==> config.mk <==
export PLATFORM = sky130hd
export DESIGN_NAME = kbd_keymap_tracker
export DESIGN_NICKNAME = d
export VERILOG_FILES = /design/src/rtl/kbd_keymap_tracker.sv
export SDC_FILE = /design/constraint.sdc
export NUM_CORES = 1
export LEC_CHECK = 0
export CAP_MARGIN = 10
export CORE_ASPECT_RATIO = 1.75
export CORE_MARGIN = 2
export CORE_UTILIZATION = 37
export CTS_BUF_LIST = sky130_fd_sc_hd__clkbuf_16
export DETAILED_ROUTE_END_ITERATION = 8
export PLACE_DENSITY = 0.64
export SYNTH_ARGS = -nofsm -noshare
export SYNTH_HDL_FRONTEND = slang
export SYNTH_SLANG_ARGS = --single-unit
export TNS_END_PERCENT = 20
==> constraint.sdc <==
create_clock -name clk_50 -period 1.77 [get_ports clk_50]
set_input_delay 0.354 -clock clk_50 [delete_from_list [all_inputs] [get_ports clk_50]]
set_output_delay 0.354 -clock clk_50 [all_outputs]
set_load 0.01 [all_outputs]
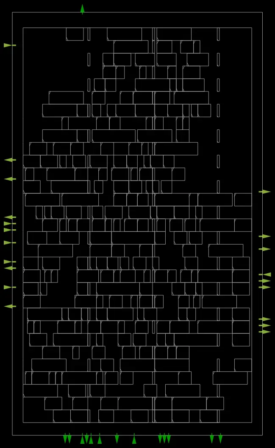
**Above:** run 1 (cell placement).
Fill cells: 400
Final Util: 57.33%
core area: 0.004111 sq mm

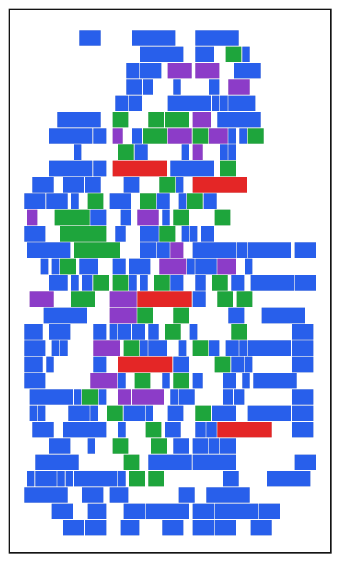
**Above:** run 1 (cells by drive strength).
(6 px per um)
colour	size	cells
green	x3 and x4	45
blue	x1 and smaller	180
purple	x2	20
red	x6 and larger	5
Repair and plain buffers: 72
Final Cell Area: 0.002357 sq mm
Layout area overhead: 49.52%

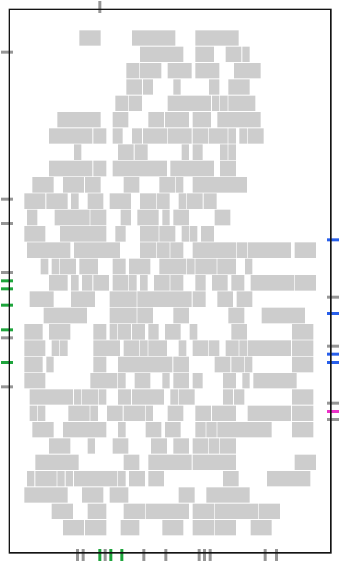
**Above:** run 1 (ports around the boundary).
(6 px per um) Pins as bars across the die edge, other pins in grey.
colour	port	pins	direction	edge
blue	`key_release`	4	output	right
green	`byte_data`	8	input	5 left, 3 bottom
magenta	`any_held`	1	output	right
all pins by edge	13 bottom, 11 left, 9 right, 1 top
Die Ht: 90.35 um
Die Width: 53.35 um
Port Buf Inserts: 33

==> flow_summary.toml, run 1 <==
# yosys + openroad results
[outcome]
status = "finished, final reports clean"

[drt]
dr.pass1.iters = 4
met3_length_um = 142
wl_um = 3982
vias = 1555
detail-route-antenna-nets = 0
highest_layer = "met4"
drc = 0
drt-met1-wl_um = 1496
dr_wl_met2_um = 2209
drtIter0Drc = 28
avgViaCountPerCell = 5.201

[run]
warning_count = 28
cap_violations = 0

[global_route]
grt_busiest_layer = "met2"
met3_usage_pct = 4.305
grt_max_degree = 19
grt_pass1_vias = 1568
grt.overflow.total = 0
grt.total_usage_pct = 18.96
use_met2_pct = 33.02
grt_pass1_wl_um = 6831
grtUsageMet1_pct = 19.40
antenna_found_initial = 0

[sta]
maxSlewViolCount = 0
hold_viol_final = 0
min_period_ns = 1.722
tightest_slew_ns = 0.3585
fmax_mhz = 580.6
fin_tns_setup_ns = 0
fin_ws_ns = 0.04769
finalClockSkew_ns = 0.006263
fin_hold_ws_ns = 0.4591
fin_crit_sh_pct = 97.31
rsz0062_at_grt = "true"
setup_violations = 0
relSlewSlack_pct = 75.78

[synth]
ff_type = "dfxtp_1"
ys_seq_share_pct = 36.83
ys_cells = 180
async_flop_share_pct = 0
syn-num-nets = 193
top_logic_kind = "simple AND/OR/NAND/NOR gates"
edf_count = 0
yosysMostFrequentCell = "dfxtp_1"
ys_ff = 29
xor_area_share_pct = 0.5556
compound_area_share_pct = 19.92
mux_share_pct = 5.714
top_area_share_pct = 36.83
top_cells_by_area = "dfxtp_1 37%, nand2_1 6.2%, mux2i_1 5.7%, nor2_1 4.5%, nand3_1 3.2%"
yosys_area_sq_mm = 0.001577
yosys.area.top_type = "dfxtp_1"
avgSynthCellArea_sq_um = 8.758
ys_sh_simple_pct = 30.79
syn_area_sq_mm = 0.001577
synthAdderAreaFrac_pct = 1.587
ys_warn_count = 0

[cells_and_area]
dominant_cells = "logic gates"
nClkBuffers = 5
clk_share_pct = 5.892
largest_register_ffs = 9
instances_no_fill = 299
final-nonclk-buf-share_pct = 25.96
drive_above_1_share_pct = 28.00
layout.area.comb_sq_um = 949.7
lay_top_count = "buf_4"
fin_nets = 262
register_area_sq_um = 580.6
comb_cells = 137
antenna_cells = 0
comb_share_pct = 40.29

[floorplanning]
num_rows = 31
fp_util_pct = 38.34
num_tap_cells = 49
boundaryPins = 34
dieArea_sq_mm = 0.004820

[critical_path]
cp.required_ns = 1.98
r2r_cells = 5
crit_chain = "dlygate4sd2_1 -> and4bb_2 -> nand4_1 -> a32oi_1 -> or4_4 -> a21boi_2"
r2r_slack_ns = 0.08
criticalPathCategory = "input port to flip-flop"
crit_cells = 6
cp.buffers_inverters = 1
cp.arrival_ns = 1.93
critPathMaxStageDelay_ns = 0.55
startpoint_type = "input port"
crit_fanout = 7
crit_family = "simple AND/OR/NAND/NOR gates"

[place]
hpwl_um = 3122
placed_area_sq_mm = 0.002203
dp_cells = 291
gp_congestion = 0.8438
place_ws_ns = -0.5477

[pwr]
power.internal_mw = 1.269
seq-power_uw = 674
swShare_pct = 22.91
largestPowerGroup = "clock"
p_comb_share_pct = 11.1
p_switching_uw = 377.2
max-vdd-ir-drop_uv = 485.6
p_clk_share_pct = 47.9
p_leak_nw = 0.9453
power_frac_seq_pct = 41.0
pg_clk_uw = 789
fin_total_pwr_mw = 1.646

[worst_hold_path]
hold_depth = 2
worstHoldPathType = "flip-flop to flip-flop"

[clocking]
clkTransAtPathRegs_ns = 0.05
worstSkewPairLatency_ns = 0.28
ctsResizeCount = 14
postCtsSetupBuffers = 0
cts.htree.levels = 2
cts_hold_buf = 0
cts.sinks = 29
cts_root_buf = "clkbuf_16"
clockBufferDepth = 2
--- run 2 (diff from run 1) ---
Settings changed: CAP_MARGIN 10 to default, PLACE_DENSITY 0.64 to 0.61, TNS_END_PERCENT 20 to 10.
Clock period 1.77 ns to 2.2 ns, I/O delays scaled along.
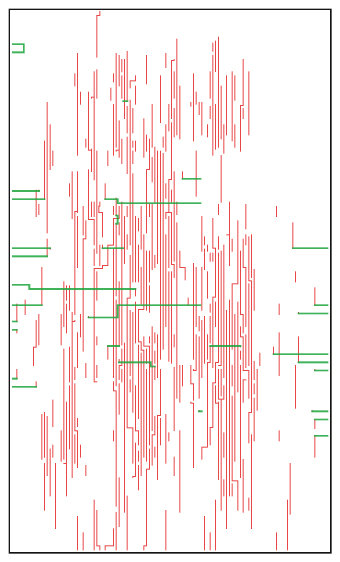
**Above:** run 2 (routed metal, one colour a layer).
(6 px per um) Two of the layers only.
colour	layer	wire length
red	M2	2520 um
green	M3	154 um
gr usage total: 19.44%
Via Count: 1540
drt wl/cell: 14.81 um
final WL: 4296 um

==> run 2 against run 1 <==
- clock-buffer cell count stayed put
- total power fell by 19%
- die size unchanged
- hold slack got worse by 0.0017 ns
- global-route usage up 0.48 points
- clock skew shrank 0.0042 ns
- clock power is about 20% lower
- highest routed layer unchanged
- first-iteration DRC count up 18%
- setup slack better by 0.069 ns
- sequential power decreased by 19%
==> flow_summary.toml, run 2 <==
# yosys + openroad results
[pwr]
swShare_pct = 22.97
p_comb_share_pct = 11.4
pg_clk_uw = 634
largestPowerGroup = "clock"
p_leak_nw = 0.9094
max-vdd-ir-drop_uv = 506.2
p_switching_uw = 305.2
fin_total_pwr_mw = 1.329
seq-power_uw = 543

[cells_and_area]
drive_above_1_share_pct = 21.99
dominant_cells = "logic gates"
clk_share_pct = 6.024
n_fill_cell = 410
layout.area.comb_sq_um = 924.6
comb_share_pct = 40.47
comb_cells = 137
final-nonclk-buf-share_pct = 24.75
design_area_sq_mm = 0.002285
largest_register_ffs = 9
nClkBuffers = 5
final_core_util_pct = 55.57
register_area_sq_um = 580.6
lay_top_count = "buf_4"
syn_to_final_growth_pct = 44.92
buffers = 63
fin_nets = 253

[synth]
compound_area_share_pct = 19.92
ff_type = "dfxtp_1"
yosysMostFrequentCell = "dfxtp_1"
ys_seq_share_pct = 36.83
avgSynthCellArea_sq_um = 8.758
async_flop_share_pct = 0
top_area_share_pct = 36.83
ys_cells = 180
top_cells_by_area = "dfxtp_1 37%, nand2_1 6.2%, mux2i_1 5.7%, nor2_1 4.5%, nand3_1 3.2%"
ys_ff = 29
ys_sh_simple_pct = 30.79
synthAdderAreaFrac_pct = 1.587
ys_warn_count = 0
xor_area_share_pct = 0.5556
syn-num-nets = 193
yosys.area.top_type = "dfxtp_1"
syn_area_sq_mm = 0.001577
edf_count = 0

[outcome]
status = "finished, final reports clean"

[sta]
hold_viol_final = 0
min_period_ns = 2.083
fin_tns_setup_ns = 0
rsz0062_at_grt = "false"
setup_violations = 0
finalClockSkew_ns = 0.002018
fin_hold_ws_ns = 0.4574
fmax_mhz = 480.0
fin_crit_sh_pct = 94.70
fin_ws_ns = 0.1166
maxSlewViolCount = 0
tightest_slew_ns = 0.3789

[drt]
avgViaCountPerCell = 5.310
met3_length_um = 153
drtIter0Drc = 33
drt-met1-wl_um = 1521
dr_wl_met2_um = 2517
detail-route-antenna-nets = 0
drc = 0
highest_layer = "met4"

[floorplanning]
die_h_um = 90.35
fp_util_pct = 38.34
boundaryPins = 34
dieArea_sq_mm = 0.004820
num_tap_cells = 49
die_x_um = 53.35
coreArea_sq_mm = 0.004111
num_rows = 31

[critical_path]
crit_fanout = 7
crit_cells = 6
r2r_slack_ns = 0.37
cp.required_ns = 2.41
critPathMaxStageDelay_ns = 0.59
r2r_cells = 6
crit_chain = "clkdlybuf4s50_1 -> and4b_2 -> a21o_1 -> a32oi_1 -> or4_4 -> a21boi_2"
crit_family = "simple AND/OR/NAND/NOR gates"
criticalPathCategory = "input port to flip-flop"
cp.buffers_inverters = 1
cp.arrival_ns = 2.29
startpoint_type = "input port"

[global_route]
grt_max_degree = 25
grtUsageMet1_pct = 18.05
use_met2_pct = 36.63
grt_pass1_wl_um = 6886
met3_usage_pct = 3.974
grt.overflow.total = 0
grt_busiest_layer = "met2"
grt_pass1_vias = 1517

[clocking]
cts.htree.levels = 2
numCtsBuffers = 5
postCtsSetupBuffers = 0
cts.sinks = 29
clockBufferDepth = 2
worstSkewPairLatency_ns = 0.27
cts_root_buf = "clkbuf_16"
cts_hold_buf = 0
ctsResizeCount = 0

[run]
cap_violations = 0
warning_count = 27

[place]
place_ws_ns = -0.2354
dp_cells = 282
placed_area_sq_mm = 0.002136

[worst_hold_path]
worstHoldPathType = "flip-flop to flip-flop"
hold_depth = 2
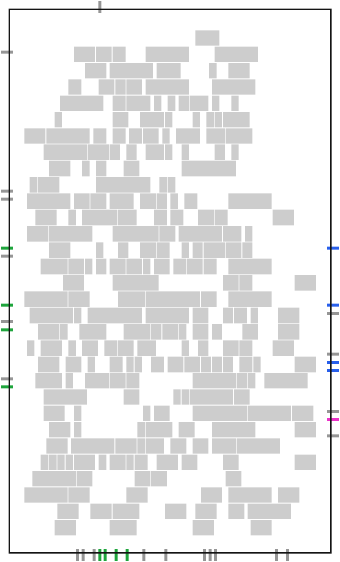
**Above:** run 2 (ports around the boundary).
(6 px per um) Pins as bars across the die edge, other pins in grey.

No activity file was given, so power comes from the tool's default toggle rates.
